==> src/rtl/seq_mult_pkg.sv <==
// Shared state encoding, default width and counter sizing for the seq_mult multiplier.
package seq_mult_pkg;

  localparam logic [1:0] ST_IDLE = 2'd0;
  localparam logic [1:0] ST_BUSY = 2'd1;
  localparam logic [1:0] ST_DONE = 2'd2;

  localparam int DEFAULT_WIDTH = 8;

  typedef enum logic [1:0] {
    S_IDLE = ST_IDLE,
    S_BUSY = ST_BUSY,
    S_DONE = ST_DONE
  } state_e;

  // Iteration counter must be able to hold the value WIDTH itself.
  function automatic int count_width(input int width);
    return $clog2(width + 1);
  endfunction

endpackage

==> src/rtl/seq_mult_abs.sv <==
// Conditional two's-complement negate: used both to take operand magnitudes and to
// restore the sign of the final product.
module seq_mult_abs #(
  parameter int W = 8
) (
  input  logic [W-1:0] i_val,
  input  logic         i_neg,
  output logic [W-1:0] o_val
);

  assign o_val = i_neg ? (~i_val + W'(1)) : i_val;

endmodule

==> src/rtl/seq_mult.sv <==
// Sequential shift-add multiplier, one multiplier bit per cycle, signed or unsigned.
// Optional early termination when the remaining multiplier is zero: SEQ_MULT_EARLY_EXIT_EN.
module seq_mult
  import seq_mult_pkg::*;
#(
  parameter int WIDTH = DEFAULT_WIDTH
) (
  input  logic               clk,
  input  logic               rst,
  input  logic               in_valid,
  output logic               in_ready,
  input  logic [WIDTH-1:0]   a,
  input  logic [WIDTH-1:0]   b,
  input  logic               is_signed,
  output logic               out_valid,
  input  logic               out_ready,
  output logic [2*WIDTH-1:0] p
);

  localparam int PW = 2 * WIDTH;
  localparam int CW = count_width(WIDTH);

  state_e           r_state;
  state_e           w_state_next;
  logic             r_sign;
  logic [PW-1:0]    r_mcand;
  logic [PW-1:0]    r_acc;
  logic [PW-1:0]    r_p;
  logic [WIDTH-1:0] r_mplier;
  logic [CW-1:0]    r_count;

  logic [WIDTH-1:0] w_abs_a;
  logic [WIDTH-1:0] w_abs_b;
  logic [PW-1:0]    w_acc_next;
  logic [PW-1:0]    w_p_final;
  logic [WIDTH-1:0] w_mplier_next;
  logic [CW-1:0]    w_count_next;
  logic             w_last;
  logic             w_accept;

  seq_mult_abs #(.W(WIDTH)) u_abs_a (
    .i_val (a),
    .i_neg (is_signed & a[WIDTH-1]),
    .o_val (w_abs_a)
  );

  seq_mult_abs #(.W(WIDTH)) u_abs_b (
    .i_val (b),
    .i_neg (is_signed & b[WIDTH-1]),
    .o_val (w_abs_b)
  );

  // Sign is restored on the accumulator value including the final iteration's add.
  seq_mult_abs #(.W(PW)) u_abs_p (
    .i_val (w_acc_next),
    .i_neg (r_sign),
    .o_val (w_p_final)
  );

  assign w_accept      = in_valid && (r_state == S_IDLE);
  assign w_acc_next    = r_mplier[0] ? (r_acc + r_mcand) : r_acc;
  assign w_mplier_next = r_mplier >> 1;
  assign w_count_next  = r_count + CW'(1);

`ifdef SEQ_MULT_EARLY_EXIT_EN
  assign w_last = (w_count_next == CW'(WIDTH)) || (w_mplier_next == '0);
`else
  assign w_last = (w_count_next == CW'(WIDTH));
`endif

  always_ff @(posedge clk) begin
    if (rst) r_state <= S_IDLE;
    else     r_state <= w_state_next;
  end

  always_comb begin
    w_state_next = r_state;
    case (r_state)
      S_IDLE:  if (in_valid)  w_state_next = S_BUSY;
      S_BUSY:  if (w_last)    w_state_next = S_DONE;
      S_DONE:  if (out_ready) w_state_next = S_IDLE;
      default:                w_state_next = S_IDLE;
    endcase
  end

  always_ff @(posedge clk) begin
    if (rst) begin
      r_sign   <= 1'b0;
      r_mcand  <= '0;
      r_mplier <= '0;
      r_acc    <= '0;
      r_count  <= '0;
      r_p      <= '0;
    end else if (w_accept) begin
      r_sign   <= is_signed & (a[WIDTH-1] ^ b[WIDTH-1]);
      r_mcand  <= {{WIDTH{1'b0}}, w_abs_a};
      r_mplier <= w_abs_b;
      r_acc    <= '0;
      r_count  <= '0;
    end else if (r_state == S_BUSY) begin
      r_acc    <= w_acc_next;
      r_mcand  <= r_mcand << 1;
      r_mplier <= w_mplier_next;
      r_count  <= w_count_next;
      if (w_last) r_p <= w_p_final;
    end
  end

  assign in_ready  = (r_state == S_IDLE);
  assign out_valid = (r_state == S_DONE);
  assign p         = r_p;

endmodule

==> config.mk <==
export PLATFORM = sky130hd
export DESIGN_NAME = seq_mult
export DESIGN_NICKNAME = d
export VERILOG_FILES = /design/src/rtl/seq_mult_pkg.sv /design/src/rtl/seq_mult_abs.sv /design/src/rtl/seq_mult.sv
export SDC_FILE = /design/constraint.sdc
export NUM_CORES = 1
export LEC_CHECK = 0
export CAP_MARGIN = 40
export CORE_ASPECT_RATIO = 1.25
export CORE_MARGIN = 5
export CORE_UTILIZATION = 50
export CTS_BUF_LIST = sky130_fd_sc_hd__clkbuf_8
export CTS_CLUSTER_SIZE = 24
export DETAILED_ROUTE_END_ITERATION = 7
export PLACE_DENSITY = 0.71
export SLEW_MARGIN = 20
export SYNTH_ARGS = -nofsm -noshare
export SYNTH_HDL_FRONTEND = slang
export SYNTH_SLANG_ARGS = --single-unit
==> constraint.sdc <==
create_clock -name clk -period 8.15 [get_ports clk]
set_input_delay 2.0375 -clock clk [delete_from_list [all_inputs] [get_ports clk]]
set_output_delay 2.0375 -clock clk [all_outputs]
set_load 0.01 [all_outputs]
### Metal 1, run 1

(4 px per um) Supply wires on this layer in gray. Cells faint in the background.
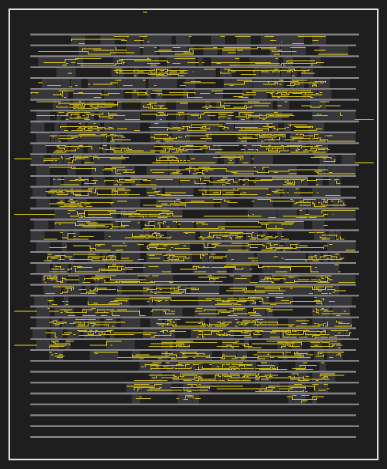
main direction	horizontal
nets with wire on the layer	548

### I/O nets highlighted, run 1

(3 px per um)
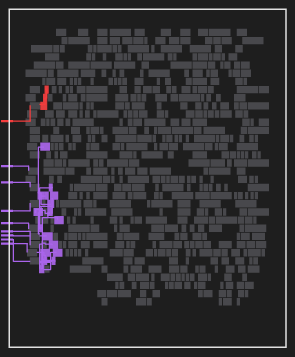
port	color	bits	direction	edge	end cells	buffers	wire
`in_valid`	red	1	input	west	3	1	19.7 um
`a`	purple	8	input	west	18	8	212 um
number of port buffers: 38
IO Count: 39

### Cell density map, run 1

(3 px per um) The die is cut into 9 by 11 equal tiles; dark blue is low, red is high, 0 to 100% covered.
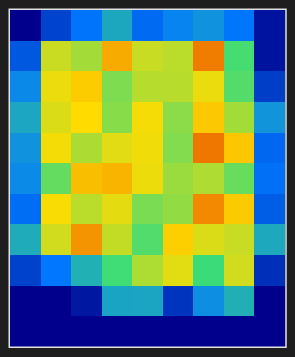
mean over tiles	45%
tiles over 75% full	13%
emptiest ninth of the die	south-west

==> run notes, run 1 <==
fresh numbers from the pnr run: OpenROAD warnings=26, status=finished clean, Sw Share=between 20% and 30%, worst path cell trace=nor2b_1 -> clkdlybuf4s50_1, f_max=~0.28 GHz, Main logic family=AND-OR/OR-AND gates, number of global-route vias before repair=between 3000 and 4000, filler cell count in the final layout=approximately 760, pre-CTS setup slack=approximately 4 ns, first-pass GRT wire length=between 15000 and 20000 um, Detailed Routing Iterations Pass 1=5, HPWL after DPL=between 7000 and 8000 um, vias=between 3000 and 4000, sequential cell area share=26.45%, Cell Type Count=just under 70, Worst Reg2Reg Path Length in Cells=10, Hold Vio Cnt, Final=0, Commonest flop=dfxtp_1, met1 Use GR=23.22%, Synth async-reset ratio=0%, M1 WL=4335 um, Post-DRT Antenna Nets=0, crit path launch=r_state[1], top logic cells by instance count in the layout=nand2_1, dfxtp_1, nor2_1, Peak VDD IR=0.00009639 V, die area=a little over 10000 um2, buffer share of cell area=under 10%, yosys synthesis chip area=roughly 4200 um2, vias per cell=around 6.0, DR WL met2=approximately 5100 um, H-tree depth=3, largest net degree at the start of global routing=56, Initial Utilization=between 50% and 60%, Worst path depth=2, Static Leakage=~1.9 nW, Mux area share=just under 2%, Arrival @ worst endpoint=about 1.5 ns, logic share of the area=a little under three fifths, NetSw=0.0002164 W, WHS Path Cells=2, WHS=around 0.46 ns, max layer used=met4, R2R setup slack=between 4 and 5 ns, Synth Warn #=0
## run 1: state kept, by name, indices dropped and copies added, names as in the netlist
name and flops:
r_count 4, r_acc 16, r_mcand 16, p 16, r_sign 1, r_state 2, r_mplier 8
## run 1: through the flow
stage	cell area [um2]	util [%]	power [W]	instances
floorplan	4178	-	0.0004397	534
global route	4768	58.19	0.0007714	656
global placement	4533	55.32	0.0004738	637
finish	4768	58.19	0.0007365	656
CTS	4753	58.01	0.0007388	655
detailed placement	4559	55.64	0.0004796	639
==> run 2, diff against run 1 <==
PLACE_DENSITY = 0.74   (was 0.71)
clock period = 3.25 ns   (was 8.15 ns; I/O delays follow)
### Metal 1, run 2

(4 px per um) Supply wires on this layer in gray. Cells faint in the background.
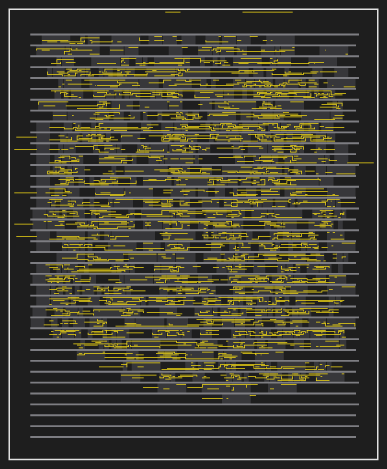
share of all routed wire	42%
nets with wire on the layer	557
main direction	horizontal
longest straight run	54.3 um
wire length on this layer	4390 um

==> run notes, run 2 <==
fresh numbers from the pnr run: met1 Use GR=24.63%, Cell Area, Placed=roughly 4600 um2, R2R setup slack=about 0.07 ns, die area=~10000 um2, Placed Cells=about 650, Worst path depth=10, worst path cell trace=ha_1 -> fa_2 -> a211o_1 -> a21o_1 -> a221oi_2 -> nand4_2 -> or3_2 -> o21ai_0 -> nand2_1 -> a31o_2, Static Leakage=1.982 nW, status=finished clean, vias per cell=around 5.9, Commonest flop=dfxtp_1, number of global-route vias before repair=roughly 3800, max layer used=met4, Peak VDD IR=~0.0002 V, WHS=around 0.46 ns, Sw Share=around 29%, Hold Vio Cnt, Final=0, DR WL met2=roughly 5300 um, Non-Filler Instances=between 600 and 700, crit path launch=r_mcand[0], M1 WL=between 4000 and 5000 um, vias=slightly below 4000, Synth async-reset ratio=0%, yosys synthesis chip area=between 4000 and 5000 um2, largest net degree at the start of global routing=54, filler cell count in the final layout=765, pre-CTS setup slack=0.1210 ns
### Cell density map, run 2

(3 px per um) The die is cut into 9 by 11 equal tiles; dark blue is low, red is high, 0 to 100% covered.
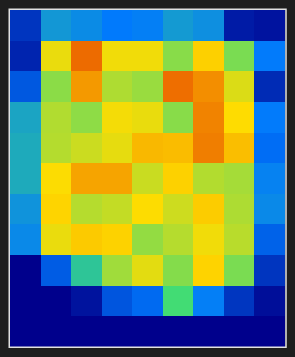
emptiest ninth of the die	south-west
densest ninth of the die	center
nearly empty tiles	12%
Core Box Area: 8194 um2
Layout Utilization: 60.12%
Initial Utilization: 50.98%

[run 2: layout make-up]
class / count / share of cell area, %
repair buffers: 59 / 11.07
clock inverters: 6 / 1.880
inverters: 8 / 0.6096
well taps: 97 / 2.464
flip-flops and latches: 63 / 25.60
multi-input cells: 428 / 55.58
clock buffers: 10 / 2.794
[run 2: worst min-delay path, delay by kind of cell (launching register included)]
kind / cells / cell delay, ns
simple gates: 1 / 0.05
flops: 1 / 0.31
compound gates: 1 / 0.05
[run 2: kinds of logic after synthesis]
group | share of synthesized area, %
DFF | 30.19
AOI/OAI and AO/OA | 25.61
xor gates and xnor gates | 5.660
buffers and inverters | 4.941
and+or+nand+nor | 25.49
adders and majority gates | 6.170
muxes | 1.947
Power and IR drop assume default switching activity.
